## src/rtl/freq_div_pkg.sv

```systemverilog
// freq_div_pkg
// Shared definitions for the run-time frequency divider controller:
// FSM state encoding and the default counter width / half-period.
// No ports (package).
`timescale 1ns/1ps
package freq_div_pkg;

    localparam int FD_CNT_W    = 16;
    localparam int FD_DEF_HALF = 49;

    typedef enum logic [1:0] {
        IDLE  = 2'd0,
        RUN   = 2'd1,
        DRAIN = 2'd2
    } state_t;

endpackage

```

## src/rtl/freq_div_ctrl_if.sv

```systemverilog
// freq_div_ctrl_if
// Command and configuration bus between the register logic (master)
// and the divider controller (slave).
//   cmd_start  master->slave  single-cycle start request
//   cmd_stop   master->slave  single-cycle stop request
//   cfg_valid  master->slave  new half-period offered
//   cfg_half   master->slave  terminal count, ratio = 2*(cfg_half+1)
//   cfg_ready  slave->master  controller can accept cfg_half
`timescale 1ns/1ps
interface freq_div_ctrl_if import freq_div_pkg::*; #(
    parameter int CNT_W = FD_CNT_W
);

    logic             cmd_start;
    logic             cmd_stop;
    logic             cfg_valid;
    logic             cfg_ready;
    logic [CNT_W-1:0] cfg_half;

    modport master (
        output cmd_start,
        output cmd_stop,
        output cfg_valid,
        output cfg_half,
        input  cfg_ready
    );

    modport slave (
        input  cmd_start,
        input  cmd_stop,
        input  cfg_valid,
        input  cfg_half,
        output cfg_ready
    );

endinterface

```

## src/rtl/freq_div_core.sv

```systemverilog
// freq_div_core
// Half-period counter, terminal compare, clk_div toggle and tick pulse.
// Ports:
//   clk, reset      system clock, asynchronous active-low reset
//   enable          count while high; low clears counter, clk_div, tick
//   load, load_half replace the half-period terminal count (half_reg)
//   term            counter at terminal count while enabled (combinational)
//   clk_div         divided clock
//   tick            one-cycle pulse registered with every clk_div edge
`timescale 1ns/1ps
module freq_div_core import freq_div_pkg::*; #(
    parameter int CNT_W    = FD_CNT_W,
    parameter int DEF_HALF = FD_DEF_HALF
) (
    input  logic             clk,
    input  logic             reset,
    input  logic             enable,
    input  logic             load,
    input  logic [CNT_W-1:0] load_half,
    output logic             term,
    output logic             clk_div,
    output logic             tick
);

    logic [CNT_W-1:0] half_reg;
    logic [CNT_W-1:0] counter;

    // Equality is enough: the counter restarts at every terminal count and
    // half_reg only changes at that same edge, so counter never exceeds it.
    assign term = enable && (counter == half_reg);

    always_ff @(posedge clk or negedge reset) begin
        if (!reset) begin
            half_reg <= CNT_W'(DEF_HALF);
        end else if (load) begin
            half_reg <= load_half;
        end
    end

    always_ff @(posedge clk or negedge reset) begin
        if (!reset) begin
            counter <= '0;
            clk_div <= 1'b0;
            tick    <= 1'b0;
        end else if (!enable) begin
            counter <= '0;
            clk_div <= 1'b0;
            tick    <= 1'b0;
        end else if (term) begin
            counter <= '0;
            clk_div <= ~clk_div;
            tick    <= 1'b1;
        end else begin
            counter <= counter + 1'b1;
            tick    <= 1'b0;
        end
    end

endmodule

```

## src/rtl/freq_div_ctrl.sv

```systemverilog
// freq_div_ctrl
// Run-time controller for the frequency divider: run/stop sequencing,
// programmable half-period and a ratio change applied only at a
// half-period boundary.
// Optional feature macro: FREQ_DIV_CNT_EN adds the tick_cnt port.
// Ports:
//   clk, reset  system clock, asynchronous active-low reset
//   ctrl        freq_div_ctrl_if.slave (cmd_start/cmd_stop, cfg handshake)
//   clk_div     divided clock, 50 % duty
//   tick        one-cycle pulse with every clk_div edge
//   busy        state != IDLE (registered)
//   state       current FSM state (IDLE=0, RUN=1, DRAIN=2)
//   tick_cnt    tick pulse count, cleared on entry to RUN (FREQ_DIV_CNT_EN)
`timescale 1ns/1ps
module freq_div_ctrl import freq_div_pkg::*; #(
    parameter int CNT_W    = FD_CNT_W,
    parameter int DEF_HALF = FD_DEF_HALF
) (
    input  logic                clk,
    input  logic                reset,
    freq_div_ctrl_if.slave      ctrl,
    output logic                clk_div,
    output logic                tick,
    output logic                busy,
    output logic [1:0]          state
`ifdef FREQ_DIV_CNT_EN
    ,
    output logic [15:0]         tick_cnt
`endif
);

    state_t           state_q;
    logic             cfg_ready_q;
    logic             pend_valid;
    logic [CNT_W-1:0] pend_half;
    logic             xfer;
    logic             abort;
    logic             run_en;
    logic             term;
    logic             load_en;
    logic [CNT_W-1:0] load_val;
    logic             start_req;

    assign xfer          = ctrl.cfg_valid && cfg_ready_q;
    assign start_req     = ctrl.cmd_start && !ctrl.cmd_stop;
    // Stopping during the low phase ends at once; the low phase may be cut
    // short but a high phase never is.
    assign abort         = (state_q == RUN) && ctrl.cmd_stop && !clk_div;
    assign run_en        = (state_q != IDLE) && !abort;
    assign ctrl.cfg_ready = cfg_ready_q;
    assign state         = state_q;

    // A value still pending when the divider reaches IDLE (stop during the
    // low phase, or a transfer on the final DRAIN edge) is applied in IDLE
    // so the handshake can never stall.
    always_comb begin
        load_en  = 1'b0;
        load_val = pend_half;
        if (state_q == IDLE) begin
            if (pend_valid) begin
                load_en  = 1'b1;
                load_val = pend_half;
            end else if (xfer) begin
                load_en  = 1'b1;
                load_val = ctrl.cfg_half;
            end
        end else if (term && pend_valid) begin
            load_en  = 1'b1;
            load_val = pend_half;
        end
    end

    freq_div_core #(
        .CNT_W    (CNT_W),
        .DEF_HALF (DEF_HALF)
    ) core (
        .clk       (clk),
        .reset     (reset),
        .enable    (run_en),
        .load      (load_en),
        .load_half (load_val),
        .term      (term),
        .clk_div   (clk_div),
        .tick      (tick)
    );

    // A transfer needs cfg_ready, which is low whenever a value is pending,
    // so accepting and applying never coincide. A transfer on a terminal
    // cycle is stored here and applied at the following terminal count.
    always_ff @(posedge clk or negedge reset) begin
        if (!reset) begin
            state_q     <= IDLE;
            busy        <= 1'b0;
            cfg_ready_q <= 1'b1;
            pend_valid  <= 1'b0;
            pend_half   <= '0;
        end else begin
            if (state_q == IDLE) begin
                if (pend_valid) begin
                    pend_valid  <= 1'b0;
                    cfg_ready_q <= 1'b1;
                end
            end else begin
                if (term && pend_valid) begin
                    pend_valid  <= 1'b0;
                    cfg_ready_q <= 1'b1;
                end
                if (xfer) begin
                    pend_valid  <= 1'b1;
                    pend_half   <= ctrl.cfg_half;
                    cfg_ready_q <= 1'b0;
                end
            end

            case (state_q)
                IDLE: begin
                    if (start_req) begin
                        state_q <= RUN;
                        busy    <= 1'b1;
                    end
                end
                RUN: begin
                    // If the high phase ends on this very cycle the falling
                    // edge is already happening, so no drain is needed.
                    if (ctrl.cmd_stop) begin
                        if (clk_div && !term) begin
                            state_q <= DRAIN;
                        end else begin
                            state_q <= IDLE;
                            busy    <= 1'b0;
                        end
                    end
                end
                DRAIN: begin
                    if (term) begin
                        state_q <= IDLE;
                        busy    <= 1'b0;
                    end
                end
                default: begin
                    state_q <= IDLE;
                    busy    <= 1'b0;
                end
            endcase
        end
    end

`ifdef FREQ_DIV_CNT_EN
    always_ff @(posedge clk or negedge reset) begin
        if (!reset) begin
            tick_cnt <= 16'd0;
        end else if ((state_q == IDLE) && start_req) begin
            tick_cnt <= 16'd0;
        end else if (term) begin
            tick_cnt <= tick_cnt + 16'd1;
        end
    end
`endif

endmodule
```

## src/flat_wrapper.sv

```systemverilog
// flat-port wrapper written by rule: the top's interface ports become plain ports
module freq_div_ctrl_flat import freq_div_pkg::*;
#(
    parameter int CNT_W    = FD_CNT_W,
    parameter int DEF_HALF = FD_DEF_HALF
)
  (clk, reset, clk_div, tick, busy, state, ctrl_cmd_start, ctrl_cmd_stop, ctrl_cfg_valid, ctrl_cfg_half, ctrl_cfg_ready);
  freq_div_ctrl_if #(.CNT_W(CNT_W)) ctrl_i ();
  input  logic clk;
  input  logic reset;
  output logic clk_div;
  output logic tick;
  output logic busy;
  output logic [1:0] state;
  input wire logic [$bits(ctrl_i.cmd_start)-1:0] ctrl_cmd_start;
  input wire logic [$bits(ctrl_i.cmd_stop)-1:0] ctrl_cmd_stop;
  input wire logic [$bits(ctrl_i.cfg_valid)-1:0] ctrl_cfg_valid;
  input wire logic [$bits(ctrl_i.cfg_half)-1:0] ctrl_cfg_half;
  output wire logic [$bits(ctrl_i.cfg_ready)-1:0] ctrl_cfg_ready;
  assign ctrl_i.cmd_start = ctrl_cmd_start;
  assign ctrl_i.cmd_stop = ctrl_cmd_stop;
  assign ctrl_i.cfg_valid = ctrl_cfg_valid;
  assign ctrl_i.cfg_half = ctrl_cfg_half;
  assign ctrl_cfg_ready = ctrl_i.cfg_ready;
  freq_div_ctrl #(.CNT_W(CNT_W), .DEF_HALF(DEF_HALF)) u_core (.clk(clk), .reset(reset), .ctrl(ctrl_i), .clk_div(clk_div), .tick(tick), .busy(busy), .state(state));
endmodule
```

## config.mk

```make
export PLATFORM = sky130hd
export DESIGN_NAME = freq_div_ctrl_flat
export DESIGN_NICKNAME = d
export VERILOG_FILES = /design/src/rtl/freq_div_pkg.sv /design/src/rtl/freq_div_ctrl_if.sv /design/src/rtl/freq_div_core.sv /design/src/rtl/freq_div_ctrl.sv /design/src/flat_wrapper.sv
export SDC_FILE = /design/constraint.sdc
export NUM_CORES = 1
export LEC_CHECK = 0
export CAP_MARGIN = 5
export CORE_UTILIZATION = 55
export CTS_CLUSTER_DIAMETER = 80
export CTS_CLUSTER_SIZE = 8
export DETAILED_ROUTE_END_ITERATION = 10
export PLACE_DENSITY = 0.77
export SLEW_MARGIN = 20
export SYNTH_ARGS = -nofsm -noshare
export SYNTH_HDL_FRONTEND = slang
export SYNTH_HIERARCHICAL = 1
export SYNTH_SLANG_ARGS = --single-unit
export TNS_END_PERCENT = 10
```

## constraint.sdc

```tcl
create_clock -name clk -period 3.1 [get_ports clk]
set_clock_uncertainty 0.05 [all_clocks]
set_input_delay 0.465 -clock clk [delete_from_list [all_inputs] [get_ports clk]]
set_output_delay 0.465 -clock clk [all_outputs]
set_load 0.05 [all_outputs]
```

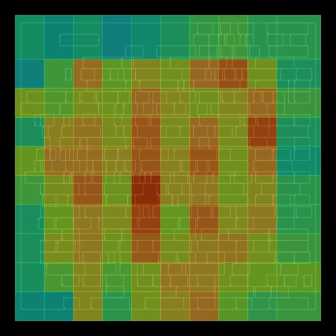
(run_1/congestion_map.png)
Core Util, Final: 0.6682
met1 Usage GRT: 0.2806
routed len/inst: 15.00 um
overall global routing resource usage: 0.2048

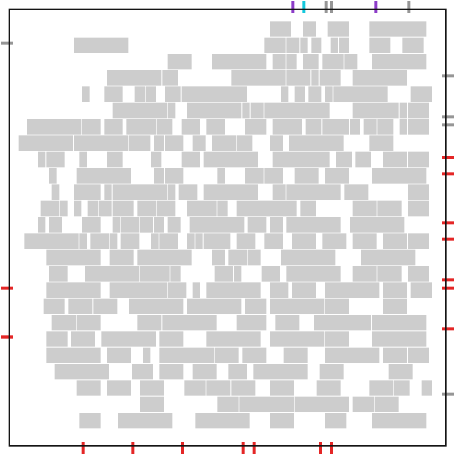
(run_1/pinout.png)
Drawn at 6 px/um. Pins as bars across the die edge, other pins in gray.
legend:
  purple:
    port: state
    pins: 2
    direction: output
    edge: top
  cyan:
    port: clk_div
    pins: 1
    direction: output
    edge: top
  red:
    port: ctrl_cfg_half
    pins: 16
    direction: input
    edge: 7 right, 7 bottom, 2 left

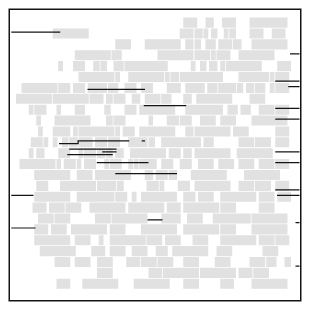
(run_1/m3.png)
Drawn at 4 px/um. Cells faint in the background.
longest straight run: 15.2 um
share of all routed wire: 3.6%
vias: 1728
Detailed Route WL: 4740 um
GR Util met3: 0.04167

==> flow_summary.yaml, run 1 <==
# yosys + openroad results
status:
  status: "finished, final reports clean"
setup_path:
  cp-startpoint: "u_core/core/counter[9]"
  crit_type: "register to register"
  start_kind: "register"
  worstSetupEndpoint: "u_core/core/half_reg[10]"
  slowest_delay_ns: 0.48
  critPathTopFamily: "simple AND/OR/NAND/NOR gates"
sta:
  max_freq_mhz: 370.5
  fin_crit_sh: 0.8707
finish:
  seq_area_sq_um: 1381
  layout_top_cells: "dfrtp_1 (51), mux2_2 (49), clkdlybuf4s50_1 (25)"
  layout_top_cell: "dfrtp_1"
  num-multi-input-gates: 150
  buffer_area_frac: 0.09453
  finish.instance_area_sq_um: 3177
  dominant_cells: "flip-flops and latches"
  diodes: 0
  syn_to_final_growth_pct: 16.15
power_and_ir_drop:
  p_clk_frac: 0.231
  p_per_area_nw_per_um2: 737.7
  seq_power_share: 0.473
  p_sw_w: 0.0006329
  powerClk_w: 0.000542
  p_leak_nw: 1.270
  netSwitchingFraction: 0.2701
synthesis:
  synth.distinct_cells: 40
  yosys.area_share.simple: 0.1176
  top_cell_area_share: 0.4666
  synth_seq_share: 0.5050
clock_network:
  clock-sinks: 55
  cts-buffers-inserted: 5
  clk_pin_slew_worst_paths_ns: 0.09
place:
  dpl_cell_area_sq_um: 3044
routing:
  vias_per_cell: 5.468
  final_antenna_net_count: 0
  drt_iter0_drc: 84
grt:
  grt_overflow_total: 0
  gr-usage-met2: 0.3323
==> run_1/m2.png <==
Drawn at 6 px/um.
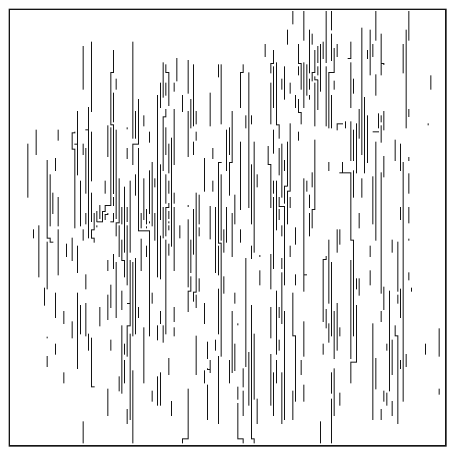

--- run 2 (diff from run 1) ---
--- a/config.mk
+++ b/config.mk
@@ -6,6 +6,7 @@
 export NUM_CORES = 1
 export LEC_CHECK = 0
 export CAP_MARGIN = 5
+export CORE_MARGIN = 4
 export CORE_UTILIZATION = 55
 export CTS_CLUSTER_DIAMETER = 80
 export CTS_CLUSTER_SIZE = 8
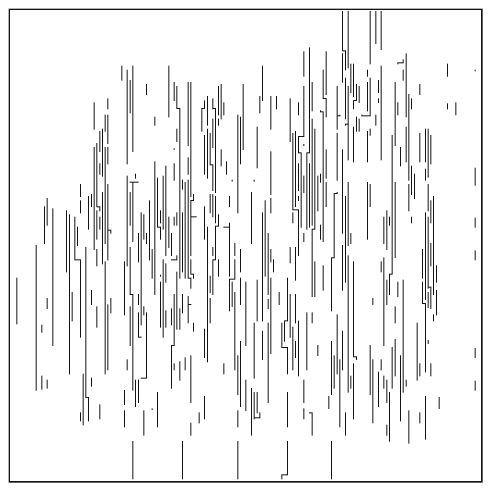
(run_2/m2.png)
Drawn at 6 px/um.
nets with wire on the layer: 237
main direction: vertical
Detailed Route WL: 4888 um
vias: 1692

==> flow_summary.yaml, run 2 <==
# yosys + openroad results
finish:
  syn_to_final_growth_pct: 14.91
  diodes: 0
  finish.instance_area_sq_um: 3143
  seq_area_sq_um: 1381
  num-multi-input-gates: 150
  layout_top_cells: "dfrtp_1 (51), mux2_2 (49), clkdlybuf4s50_1 (25)"
setup_path:
  start_kind: "register"
  crit_type: "register to register"
  critPathTopFamily: "simple AND/OR/NAND/NOR gates"
  cp-startpoint: "u_core/core/counter[8]"
synthesis:
  synth_seq_share: 0.5050
  yosys.area_share.simple: 0.1176
status:
  status: "finished, final reports clean"
grt:
  use_met1: 0.2367
  use_met3: 0.04931
  gr-usage-met2: 0.2869
  grt_overflow_total: 0
routing:
  drt_iter0_drc: 72
  wl_per_cell_um: 15.57
sta:
  max_freq_mhz: 369.8
power_and_ir_drop:
  p_leak_nw: 1.248
  seq_power_share: 0.489
  p_sw_w: 0.0006441
--- run 3 (diff from run 2) ---
--- a/config.mk
+++ b/config.mk
@@ -5,7 +5,7 @@
 export SDC_FILE = /design/constraint.sdc
 export NUM_CORES = 1
 export LEC_CHECK = 0
-export CAP_MARGIN = 5
+export CAP_MARGIN = 25
 export CORE_MARGIN = 4
 export CORE_UTILIZATION = 55
 export CTS_CLUSTER_DIAMETER = 80
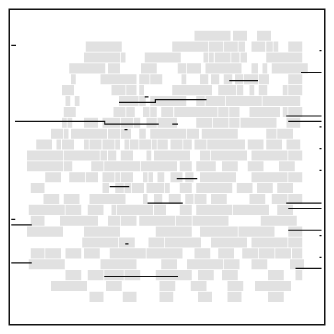
(run_3/m3.png)
Drawn at 4 px/um. Cells faint in the background.
GR Util met3: 0.04931

==> flow_summary.yaml, run 3 <==
# yosys + openroad results
status:
  status: "finished, final reports clean"
routing:
  finalWirelength_um: 4888
  wl_per_cell_um: 15.57
finish:
  diodes: 0
  layout_top_cells: "dfrtp_1 (51), mux2_2 (49), clkdlybuf4s50_1 (25)"
  seq_area_sq_um: 1381
  syn_to_final_growth_pct: 14.91
synthesis:
  synth-edff-count: 0
  synth_seq_share: 0.5050
  yosys.area_share.simple: 0.1176
floorplan:
  ioPinCount: 27
  die_area_sq_um: 6165
sta:
  max_freq_mhz: 369.8
power_and_ir_drop:
  p_sw_w: 0.0006441
  p_per_area_nw_per_um2: 722.2
  seq_power_share: 0.489
  p_clk_frac: 0.201
  p_leak_nw: 1.248
setup_path:
  critPathTopFamily: "simple AND/OR/NAND/NOR gates"
  cp-startpoint: "u_core/core/counter[8]"
  start_kind: "register"
grt:
  grt_overflow_total: 0
  use_met1: 0.2367
clock_network:
  cts_resized: 0
